Figure 1. Nets reached from selected ports.
Scale bar: 20 µm.
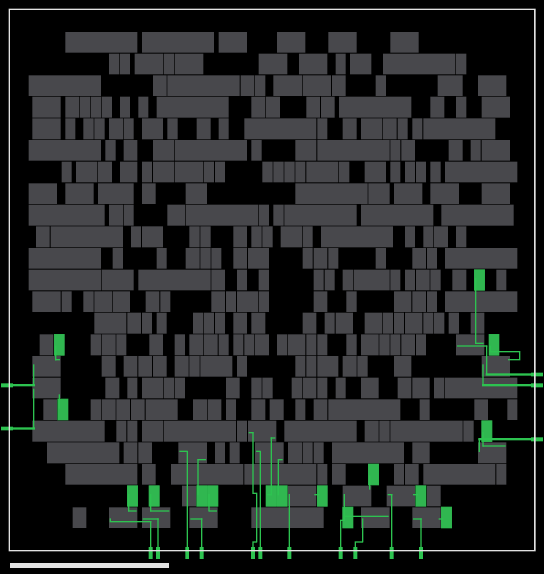
Figure 2. Clock nets.
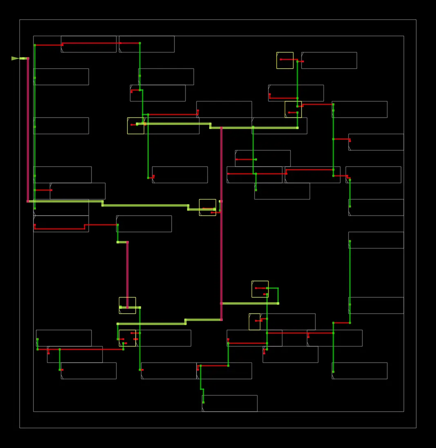
Figure 3. Register map, names as in the netlist.
Scale bar: 20 µm.
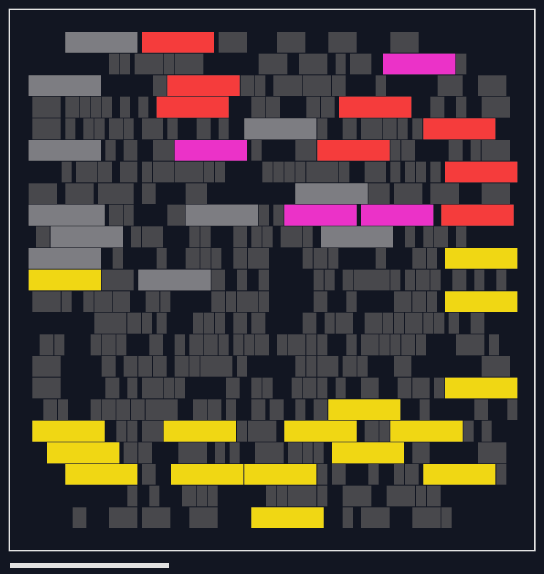
Figure 4. Routed metal, one color a layer.
Two of the layers only.
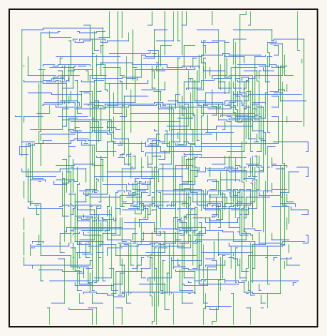
$ cat config.mk
export PLATFORM = sky130hd
export DESIGN_NAME = feistel_core
export DESIGN_NICKNAME = d
export VERILOG_FILES = /design/src/rtl/feistel_core_pkg.sv /design/src/rtl/feistel_core_round_f.sv /design/src/rtl/feistel_core.sv
export SDC_FILE = /design/constraint.sdc
export NUM_CORES = 1
export LEC_CHECK = 0
export ABC_AREA = 1
export CORE_AREA = 2 2 64 66
export CTS_BUF_LIST = sky130_fd_sc_hd__clkbuf_4
export CTS_CLUSTER_DIAMETER = 150
export DETAILED_ROUTE_END_ITERATION = 7
export DIE_AREA = 0 0 66 68
export PLACE_DENSITY_LB_ADDON = 0.15
export SYNTH_ARGS = -nofsm -noshare
export SYNTH_HDL_FRONTEND = slang
export SYNTH_SLANG_ARGS = --single-unit
$ cat constraint.sdc
create_clock -name clk -period 2.8 [get_ports clk]
set_input_delay 0.42 -clock clk [delete_from_list [all_inputs] [get_ports clk]]
set_output_delay 0.42 -clock clk [all_outputs]
set_load 0.01 [all_outputs]
$ cat src/rtl/feistel_core_pkg.sv
// Shared definitions for the 8-bit Feistel core.
// Holds the S-box tables, the expansion and permutation maps, and the FSM state encoding.
package feistel_core_pkg;

  typedef enum logic [1:0] {
    IDLE = 2'd0,
    RUN  = 2'd1,
    DONE = 2'd2
  } state_t;

  // Each table is flattened as {row, col}: row = {b3,b0}, col = {b2,b1}.
  localparam logic [1:0] S0_TAB [16] = '{
    2'd1, 2'd0, 2'd3, 2'd2,
    2'd3, 2'd2, 2'd1, 2'd0,
    2'd0, 2'd2, 2'd1, 2'd3,
    2'd3, 2'd1, 2'd3, 2'd2
  };

  localparam logic [1:0] S1_TAB [16] = '{
    2'd0, 2'd1, 2'd2, 2'd3,
    2'd2, 2'd0, 2'd1, 2'd3,
    2'd3, 2'd0, 2'd1, 2'd0,
    2'd2, 2'd1, 2'd0, 2'd3
  };

  // E_MAP[i] is the bit of the 4-bit half that drives expansion bit i.
  localparam logic [1:0] E_MAP [8] = '{2'd3, 2'd0, 2'd1, 2'd2, 2'd1, 2'd2, 2'd3, 2'd0};

  // P_MAP[i] is the bit of t = {S0,S1} that drives F output bit i.
  localparam logic [1:0] P_MAP [4] = '{2'd3, 2'd1, 2'd0, 2'd2};

  function automatic logic [1:0] sbox_lookup(input logic sel, input logic [3:0] nib);
    logic [3:0] idx;
    idx = {nib[3], nib[0], nib[2], nib[1]};
    if (sel) begin
      return S1_TAB[idx];
    end else begin
      return S0_TAB[idx];
    end
  endfunction

endpackage

$ cat src/rtl/feistel_core_round_f.sv
// Combinational Feistel round function F(r, k): expand, key mix, two S-boxes, permute.
module feistel_round_f (
  input  logic [3:0] r,
  input  logic [7:0] k,
  output logic [3:0] f
);
  import feistel_core_pkg::*;

  logic [7:0] e_s;
  logic [7:0] v_s;
  logic [3:0] t_s;

  genvar gi;
  for (gi = 0; gi < 8; gi++) begin : g_exp
    assign e_s[gi] = r[E_MAP[gi]];
  end

  assign v_s = e_s ^ k;
  assign t_s = {sbox_lookup(1'b0, v_s[7:4]), sbox_lookup(1'b1, v_s[3:0])};

  for (gi = 0; gi < 4; gi++) begin : g_perm
    assign f[gi] = t_s[P_MAP[gi]];
  end

endmodule

$ cat src/rtl/feistel_core.sv
// Iterative 8-bit Feistel cipher: one round per clock, ready/valid on both sides.
// Keys and mode are latched on accept so the source may change them mid-operation.
module feistel_core #(
  parameter  int ROUNDS = 2,
  localparam int KEY_W  = 8 * ROUNDS
) (
  input  logic             clk,
  input  logic             rst_n,
  input  logic             in_valid,
  output logic             in_ready,
  input  logic [7:0]       in_block,
  input  logic [KEY_W-1:0] in_keys,
  input  logic             in_decrypt,
  output logic             out_valid,
  input  logic             out_ready,
  output logic [7:0]       out_block
);
  import feistel_core_pkg::*;

  localparam int CW = $clog2(ROUNDS + 1);
  localparam logic [CW-1:0] LAST = CW'(ROUNDS - 1);

  state_t           state_r;
  logic [3:0]       l_r;
  logic [3:0]       r_r;
  logic [CW-1:0]    cnt_r;
  logic [KEY_W-1:0] keys_r;
  logic             dec_r;
  logic             in_ready_r;
  logic             out_valid_r;
  logic [7:0]       out_block_r;

  logic [CW-1:0]    kidx_s;
  logic [7:0]       key_s;
  logic [3:0]       f_s;

  // Round key index: decryption walks the key schedule backwards.
  always_comb begin
    if (dec_r) begin
      kidx_s = LAST - cnt_r;
    end else begin
      kidx_s = cnt_r;
    end
  end

  assign key_s = keys_r[{kidx_s, 3'b000} +: 8];

  feistel_round_f u_round_f (
    .r (r_r),
    .k (key_s),
    .f (f_s)
  );

  // Control FSM, half registers and registered handshake/result outputs.
  always_ff @(posedge clk or negedge rst_n) begin
    if (!rst_n) begin
      state_r     <= IDLE;
      l_r         <= 4'h0;
      r_r         <= 4'h0;
      cnt_r       <= {CW{1'b0}};
      keys_r      <= {KEY_W{1'b0}};
      dec_r       <= 1'b0;
      in_ready_r  <= 1'b1;
      out_valid_r <= 1'b0;
      out_block_r <= 8'h00;
    end else begin
      case (state_r)
        IDLE: begin
          if (in_valid) begin
            l_r        <= in_block[7:4];
            r_r        <= in_block[3:0];
            keys_r     <= in_keys;
            dec_r      <= in_decrypt;
            cnt_r      <= {CW{1'b0}};
            in_ready_r <= 1'b0;
            state_r    <= RUN;
          end
        end
        RUN: begin
          l_r   <= r_r;
          r_r   <= l_r ^ f_s;
          cnt_r <= cnt_r + CW'(1);
          if (cnt_r == LAST) begin
            // Final swap undone: present {R_N, L_N}.
            out_block_r <= {l_r ^ f_s, r_r};
            out_valid_r <= 1'b1;
            state_r     <= DONE;
          end
        end
        DONE: begin
          if (out_ready) begin
            out_block_r <= 8'h00;
            out_valid_r <= 1'b0;
            in_ready_r  <= 1'b1;
            state_r     <= IDLE;
          end
        end
        default: begin
          out_block_r <= 8'h00;
          out_valid_r <= 1'b0;
          in_ready_r  <= 1'b1;
          state_r     <= IDLE;
        end
      endcase
    end
  end

  assign in_ready  = in_ready_r;
  assign out_valid = out_valid_r;
  assign out_block = out_block_r;

endmodule

==> flow_summary.yaml <==
# yosys + openroad results
run_status:
  status: "finished, final reports clean"
setup_path:
  crit_path_max_incr_delay_ps: 520
  startpoint: "cnt_r[1]"
  cp-start-kind: "register"
  path_depth: 10
sta:
  slew_viol_final: 0
  setup_ws_ps: 759
  hold_ws_ps: 154
  fmax_mhz: 490
  max_slew_margin_pct: 42.8
  finalSetupViolCount: 0
synthesis:
  synth_cells: 297
  yosysUniqueCellTypes: 27
  yosys_warnings: 0
  yosysSeqAreaShare_pct: 44.7
  syn_area_um2: 2190
  synth_area_per_cell_um2: 7.36
  adder_share_pct: 1.14
clock_network:
  htree_levels: 2
  cts_tree: "built"
  cts_made_buffers: 5
  holdBufCountCts: 0
power:
  pwr-share-comb_pct: 63.1
  ir_drop_mv: 0.939
  leakage_nw: 1.31
  power_combinational_mw: 2.25
layout:
  buffers: 40
  fill_cells: 349
  largest_reg_flops: 16
  drive_above_1_share_pct: 8.31
  clkCellAreaFrac_pct: 2.17
placement:
  post-place-ws_ps: 595
  post-dp-hpwl_um: 3640
drt:
  wl_per_cell_um: 12.6
  detail-route-antenna-nets: 0
  first_pass_iters: 4
  wl_met1_um: 2130
floorplanning:
  initial_utilization_pct: 56.7
global_route:
  grt_overflow: 0
Notes on Figure 1 above:
- green: `in_keys` (bits 16; direction input; end cells 16; buffers 16; wire 194 µm)
number of port buffers: 38
io pins: 39

Notes on Figure 2 above:
clock sink total: 39
seq_cells: 39

Notes on Figure 3 above:
- red: `out_block` (flops 8)
- magenta: `l_r` (flops 4)
- yellow: `keys_r` (flops 16)
storage element area: 977 µm²
final core utilization: 68.7%
total sequential power: 1.02 mW
sequential cell area share: 36.9%

Notes on Figure 4 above:
- green: met2 (wire length 2,440 µm)
- blue: met1 (wire length 2,130 µm)
final wirelength: 4880 µm
routed vias: 2,038

Power and IR drop assume default switching activity.
